## src/rtl/xgmii_rx_probe.sv

```systemverilog
// xgmii_rx_probe: XGMII receive-side parser for UDP probe frames.
// It watches one 64-bit XGMII lane group, delimits frames, checks the probe fields,
// and extracts the TX timestamp and the IPv4 destination address. For the last good
// probe frame it reports the one-way latency and the destination address. It also
// reports the number of good frames and bytes seen in each one-second window.
//
// Ports
//   i_sys_clk         XGMII clock; all logic runs on its rising edge
//   i_sys_rst_n       asynchronous active-low reset
//   i_sec_oneshot     one-cycle pulse once per second; closes the rate window
//   i_global_counter  free-running timestamp counter shared with the TX stage
//   i_xgmii_rxd       XGMII data; byte n = rxd[8n+7:8n], byte 0 first on the wire
//   i_xgmii_rxc       XGMII control flags; bit n qualifies byte n
//   o_rx_pps          good frames counted in the previous window
//   o_rx_throughput   bytes (dst MAC through FCS) counted in the previous window
//   o_rx_latency      global_counter minus timestamp for the last good probe frame
//   o_rx_ipv4_ip      IPv4 destination address of the last good probe frame
module xgmii_rx_probe #(
  parameter logic [31:0] MAGIC_CODE = 32'hC0DE_CAFE,
  parameter logic [15:0] UDP_PORT   = 16'd9,
  parameter logic [11:0] MAX_WORDS  = 12'd2047
) (
  input  logic        i_sys_clk,
  input  logic        i_sys_rst_n,
  input  logic        i_sec_oneshot,
  input  logic [31:0] i_global_counter,
  input  logic [63:0] i_xgmii_rxd,
  input  logic [7:0]  i_xgmii_rxc,
  output logic [31:0] o_rx_pps,
  output logic [31:0] o_rx_throughput,
  output logic [23:0] o_rx_latency,
  output logic [31:0] o_rx_ipv4_ip
);

  typedef enum logic [1:0] {StIdle, StFrame, StDrop} state_e;

  state_e r_state, w_state_d;

  logic [11:0] r_w;          // index of the current word after the preamble
  logic        r_probe_ok;
  logic [31:0] r_ip;
  logic [15:0] r_ts_hi;
  logic [23:0] r_lat;
  logic [31:0] r_pps_acc, r_byte_acc;
  logic [31:0] r_rx_pps, r_rx_thr, r_rx_ip;
  logic [23:0] r_rx_lat;

  // Lane decode
  logic [7:0]  w_byte [8];
  logic [2:0]  w_ctl_lane;
  logic        w_ctl_any, w_term, w_start, w_drop_exit, w_over;

  always_comb begin
    w_ctl_lane  = 3'd0;
    w_drop_exit = 1'b0;
    for (int i = 0; i < 8; i++) begin
      w_byte[i] = i_xgmii_rxd[8*i +: 8];
    end
    // Lowest control lane decides the word: a terminate only counts when every
    // lane below it is data.
    for (int i = 7; i >= 0; i--) begin
      if (i_xgmii_rxc[i]) w_ctl_lane = 3'(i);
    end
    for (int i = 0; i < 8; i++) begin
      if (i_xgmii_rxc[i] && (w_byte[i] == 8'hFD || w_byte[i] == 8'hFE)) w_drop_exit = 1'b1;
    end
  end

  assign w_ctl_any = |i_xgmii_rxc;
  assign w_term    = w_ctl_any && (w_byte[w_ctl_lane] == 8'hFD);
  assign w_start   = i_xgmii_rxc[0] && (w_byte[0] == 8'hFB);
  assign w_over    = r_w > MAX_WORDS;

  // FSM: state register
  always_ff @(posedge i_sys_clk or negedge i_sys_rst_n) begin
    if (!i_sys_rst_n) r_state <= StIdle;
    else              r_state <= w_state_d;
  end

  // FSM: next state
  always_comb begin
    w_state_d = r_state;
    case (r_state)
      StIdle: begin
        if (w_start) w_state_d = StFrame;
      end
      StFrame: begin
        if (w_start)        w_state_d = StFrame;
        else if (w_over)    w_state_d = StDrop;
        else if (w_ctl_any) w_state_d = w_term ? StIdle : StDrop;
      end
      StDrop: begin
        if (w_start)          w_state_d = StFrame;
        else if (w_drop_exit) w_state_d = StIdle;
      end
      default: w_state_d = StIdle;
    endcase
  end

  // FSM: outputs
  logic w_in_frame, w_frame_end, w_probe_upd;

  always_comb begin
    w_in_frame  = (r_state == StFrame) && !w_start && !w_over;
    w_frame_end = w_in_frame && w_term;
    w_probe_upd = w_frame_end && r_probe_ok && (r_w >= 12'd7);
  end

  // Field checks, indexed by word number
  logic w_chk_ok;

  always_comb begin
    w_chk_ok = 1'b1;
    case (r_w)
      12'd2: w_chk_ok = (w_byte[4] == 8'h08) && (w_byte[5] == 8'h00) && (w_byte[6] == 8'h45);
      12'd3: w_chk_ok = (w_byte[7] == 8'h11);
      12'd5: w_chk_ok = ({w_byte[4], w_byte[5]} == UDP_PORT);
      12'd6: w_chk_ok = ({w_byte[2], w_byte[3], w_byte[4], w_byte[5]} == MAGIC_CODE);
      default: w_chk_ok = 1'b1;
    endcase
  end

  // Latency is modulo 2^32, so a counter wrap between stamp and receive is harmless.
  logic [31:0] w_lat_full;
  logic [23:0] w_lat_now;
  logic        unused_lat_hi;

  assign w_lat_full    = i_global_counter - {r_ts_hi, w_byte[0], w_byte[1]};
  assign w_lat_now     = w_lat_full[23:0];
  assign unused_lat_hi = ^w_lat_full[31:24];

  // Length = 8*(w-1) + terminate lane
  logic [14:0] w_len;
  logic [31:0] w_pps_add, w_byte_add;
  logic [32:0] w_byte_sum;

  assign w_len      = {r_w - 12'd1, 3'b000} + {12'd0, w_ctl_lane};
  assign w_pps_add  = w_frame_end ? 32'd1 : 32'd0;
  assign w_byte_add = w_frame_end ? {17'd0, w_len} : 32'd0;
  assign w_byte_sum = {1'b0, r_byte_acc} + {1'b0, w_byte_add};

  always_ff @(posedge i_sys_clk or negedge i_sys_rst_n) begin
    if (!i_sys_rst_n) begin
      r_w        <= 12'd0;
      r_probe_ok <= 1'b0;
      r_ip       <= 32'd0;
      r_ts_hi    <= 16'd0;
      r_lat      <= 24'd0;
      r_pps_acc  <= 32'd0;
      r_byte_acc <= 32'd0;
      r_rx_pps   <= 32'd0;
      r_rx_thr   <= 32'd0;
      r_rx_lat   <= 24'd0;
      r_rx_ip    <= 32'd0;
    end else begin
      if (w_start) begin
        r_w        <= 12'd1;
        r_probe_ok <= 1'b1;
      end else if (w_in_frame) begin
        r_w        <= r_w + 12'd1;
        r_probe_ok <= r_probe_ok && w_chk_ok;
        case (r_w)
          12'd4: r_ip[31:16] <= {w_byte[6], w_byte[7]};
          12'd5: r_ip[15:0]  <= {w_byte[0], w_byte[1]};
          12'd6: r_ts_hi     <= {w_byte[6], w_byte[7]};
          12'd7: r_lat       <= w_lat_now;
          default: ;
        endcase
      end

      if (w_probe_upd) begin
        // A terminate inside word 7 has not yet latched the latency.
        r_rx_lat <= (r_w == 12'd7) ? w_lat_now : r_lat;
        r_rx_ip  <= r_ip;
      end

      // On the window edge the accumulators restart from the frame ending now, if any.
      if (i_sec_oneshot) begin
        r_rx_pps   <= r_pps_acc;
        r_rx_thr   <= r_byte_acc;
        r_pps_acc  <= w_pps_add;
        r_byte_acc <= w_byte_add;
      end else begin
        r_pps_acc  <= r_pps_acc + w_pps_add;
        r_byte_acc <= w_byte_sum[32] ? 32'hFFFF_FFFF : w_byte_sum[31:0];
      end
    end
  end

  assign o_rx_pps        = r_rx_pps;
  assign o_rx_throughput = r_rx_thr;
  assign o_rx_latency    = r_rx_lat;
  assign o_rx_ipv4_ip    = r_rx_ip;

endmodule

```

## config.mk

```make
export PLATFORM = sky130hd
export DESIGN_NAME = xgmii_rx_probe
export DESIGN_NICKNAME = d
export VERILOG_FILES = /design/src/rtl/xgmii_rx_probe.sv
export SDC_FILE = /design/constraint.sdc
export NUM_CORES = 1
export LEC_CHECK = 0
export ABC_AREA = 1
export ABC_CLOCK_PERIOD_IN_PS = 3000
export CAP_MARGIN = 20
export CORE_MARGIN = 10
export CORE_UTILIZATION = 40
export CTS_BUF_LIST = sky130_fd_sc_hd__clkbuf_8
export CTS_CLUSTER_DIAMETER = 30
export DETAILED_ROUTE_END_ITERATION = 10
export HOLD_SLACK_MARGIN = 0.02
export PLACE_DENSITY = 0.64
export SYNTH_ARGS = -nofsm -noshare
export SYNTH_HDL_FRONTEND = slang
export SYNTH_SLANG_ARGS = --single-unit
```

## constraint.sdc

```tcl
create_clock -name i_sys_clk -period 3 [get_ports i_sys_clk]
set_input_delay 0.6 -clock i_sys_clk [delete_from_list [all_inputs] [get_ports i_sys_clk]]
set_output_delay 0.6 -clock i_sys_clk [all_outputs]
set_load 0.01 [all_outputs]
```

==> results.txt <==
yosys + openroad results -> kind of critical path input port to flop, DR iter-0 viols ~1,200, crit path capture r_byte_acc[9], EDFF count, synth 0, Placer Congestion roughly 0.93, most common library cells after synthesis nand2_1 (839), dfrtp_1 (263), inv_1 (255), Critical path origin i_xgmii_rxc[7], most frequent cell after synthesis nand2_1, hold path start i_xgmii_rxd[51], Rel. slew slack a little under half, buffer share of cell area about a fifth, Top Layer Used met4, sw power around 0.0024 W, register area share after synthesis a little over two fifths, hold buffer count at cts 1, most used routing layer met2, outcome finished clean, HPWL after DPL ~38 mm, clk root buf clkbuf_8, most common logic cells in the final layout nand2_1 (808), dfrtp_1 (263), inv_1 (234), buf_4 (210), clkdlybuf4s50_1 (145), chip footprint between 40,000 and 50,000 µm², core area roughly 37,000 µm², first-pass GRT wire length approximately 80 mm, Worst Path Max Fanout 7, Synth Flop Type dfrtp_1, WL met3 roughly 2.2 mm, Critical Path RT 3.51 ns, OpenROAD warning count about 41, r2r worst-path depth 21, CP max stage cell ha_1, CTS resizes about 43, post-synthesis cell area 15,200 µm², logic share of the area a little over a third, Non-Filler Instances about 3,100, Net Sw Frac between 20 and 25%, Routed Antenna Nets 0, TritonCTS clock tree done, worst flop-to-flop path endpoint r_byte_acc[31], crit end category flop, via count about 15,000, met1 wire length ~21 mm, Yosys Instances between 2,000 and 2,500, Top class by area multi-input combinational cells, Distinct cells, synth 48, Core Util, Final about three fifths, P_int roughly 0.0076 W, setup tns final 0 ns, met2 Track Usage GR about 36%, Max clock buf depth 3, Synth async-reset ratio 100%, Fmax between 0.3 and 0.4 GHz, clock slew at reported path FFs 0.06 ns, Seq pwr share roughly 36%, met2 WL 24.9 mm, Comb pwr share 8.7%, PwrDens about 450 nW/µm², final hold slack around 0.36 ns, Top cell area share 43.4%, # placed instances between 2,000 and 3,000, fraction of area in registers ~30%, Final Setup Violations 0, I/O Pins between 200 and 250, Min-Delay Path Class input port to flop, Ant. Diodes 4, Avg Cell Area, Syn just over 7 µm², routed len/inst about 16 µm, Logic family by area simple AND/OR/NAND/NOR gates, slowest stage delay, CP approximately 0.33 ns, met3 usage around 3.4%, htree depth 3, YS chip area 15,200 µm², final wirelength ~50 mm, Worst VDD drop around 0.27 mV, top cells, area dfrtp_1 (43%), nand2_1 (21%), inv_1 (6.3%), first drt pass iteration count 5, fin nets ~2,700, combinational gate area 8000 µm², Max Slew Vio Count 0, sequential cell power between 0.003 and 0.004 W, buffers plus inverters on the worst setup path 5, RSZ-0062 raised after global routing true, Top pwr grp the clock network, Adder-Cell Fraction of Synth Area 3.98%, hold endpoint r_ip[27], Post-Synthesis Net Count roughly 2,300, Tcrit/Tclk final between 90% and 100%, max capacitance violation total 0, type of origin of the critical path input port, CP dominant cell by count nand2_1
==> images/clocks.png <==
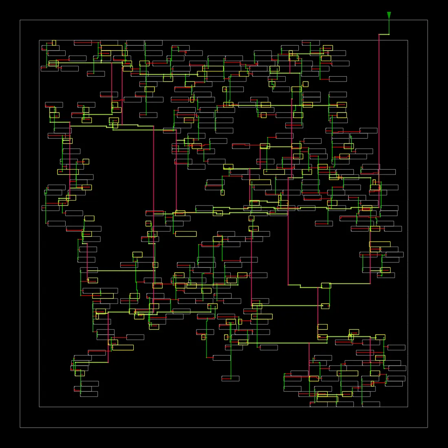
FFs & Latches: 263
CLK BUF: 86

==> images/clk_routes.png <==
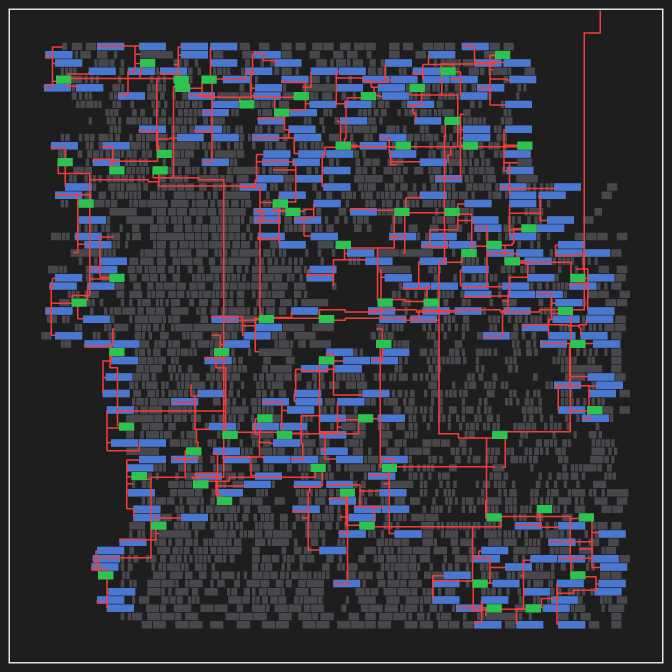
legend:
  flip-flops:
    color: blue
    count: 263
  clock drivers:
    color: green
    count: 68
  clock wires:
    color: red
    length: 4,310 µm
routed clock nets: 69
clock network power share: 55.7%
Clock Latency Late Sink: 0.62 ns
Setup Skew: 0.0315 ns
power in the clock group: 0.00557 W

==> images/io_placement.png <==
Pins as bars across the die edge, other pins in gray.
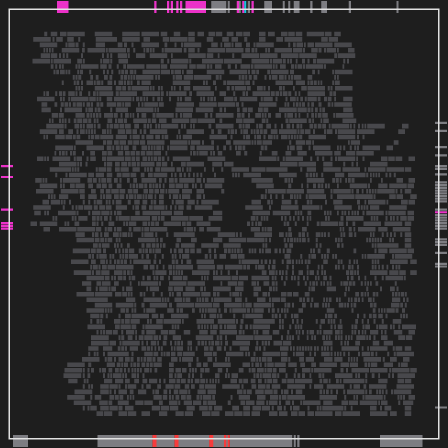
legend:
  o_rx_throughput:
    color: magenta
    pins: 32
    direction: output
    edge: 25 north, 6 west, 1 east
  i_xgmii_rxc:
    color: red
    pins: 8
    direction: input
    edge: south
  i_sec_oneshot:
    color: cyan
    pins: 1
    direction: input
    edge: north
all pins by edge: 139 south, 52 north, 30 east, 6 west
Die Ht: 215 µm
die width: 215 µm
number of I/O port buffers: 218

==> images/sizes.png <==
The bar under the picture is 50 µm long.
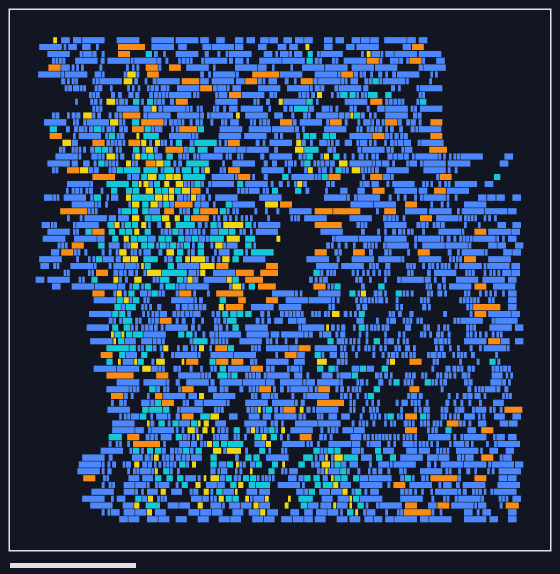
legend:
  _2 cells:
    color: yellow
    cells: 150
  _0 and _1 cells:
    color: blue
    cells: 2,091
  _6 and larger:
    color: orange
    cells: 122
  _3 and _4 cells:
    color: cyan
    cells: 268
Area Growth Syn to Fin: 46.2%
final worst setup slack: 0.104 ns

Power is estimated from default activity; no workload was simulated.
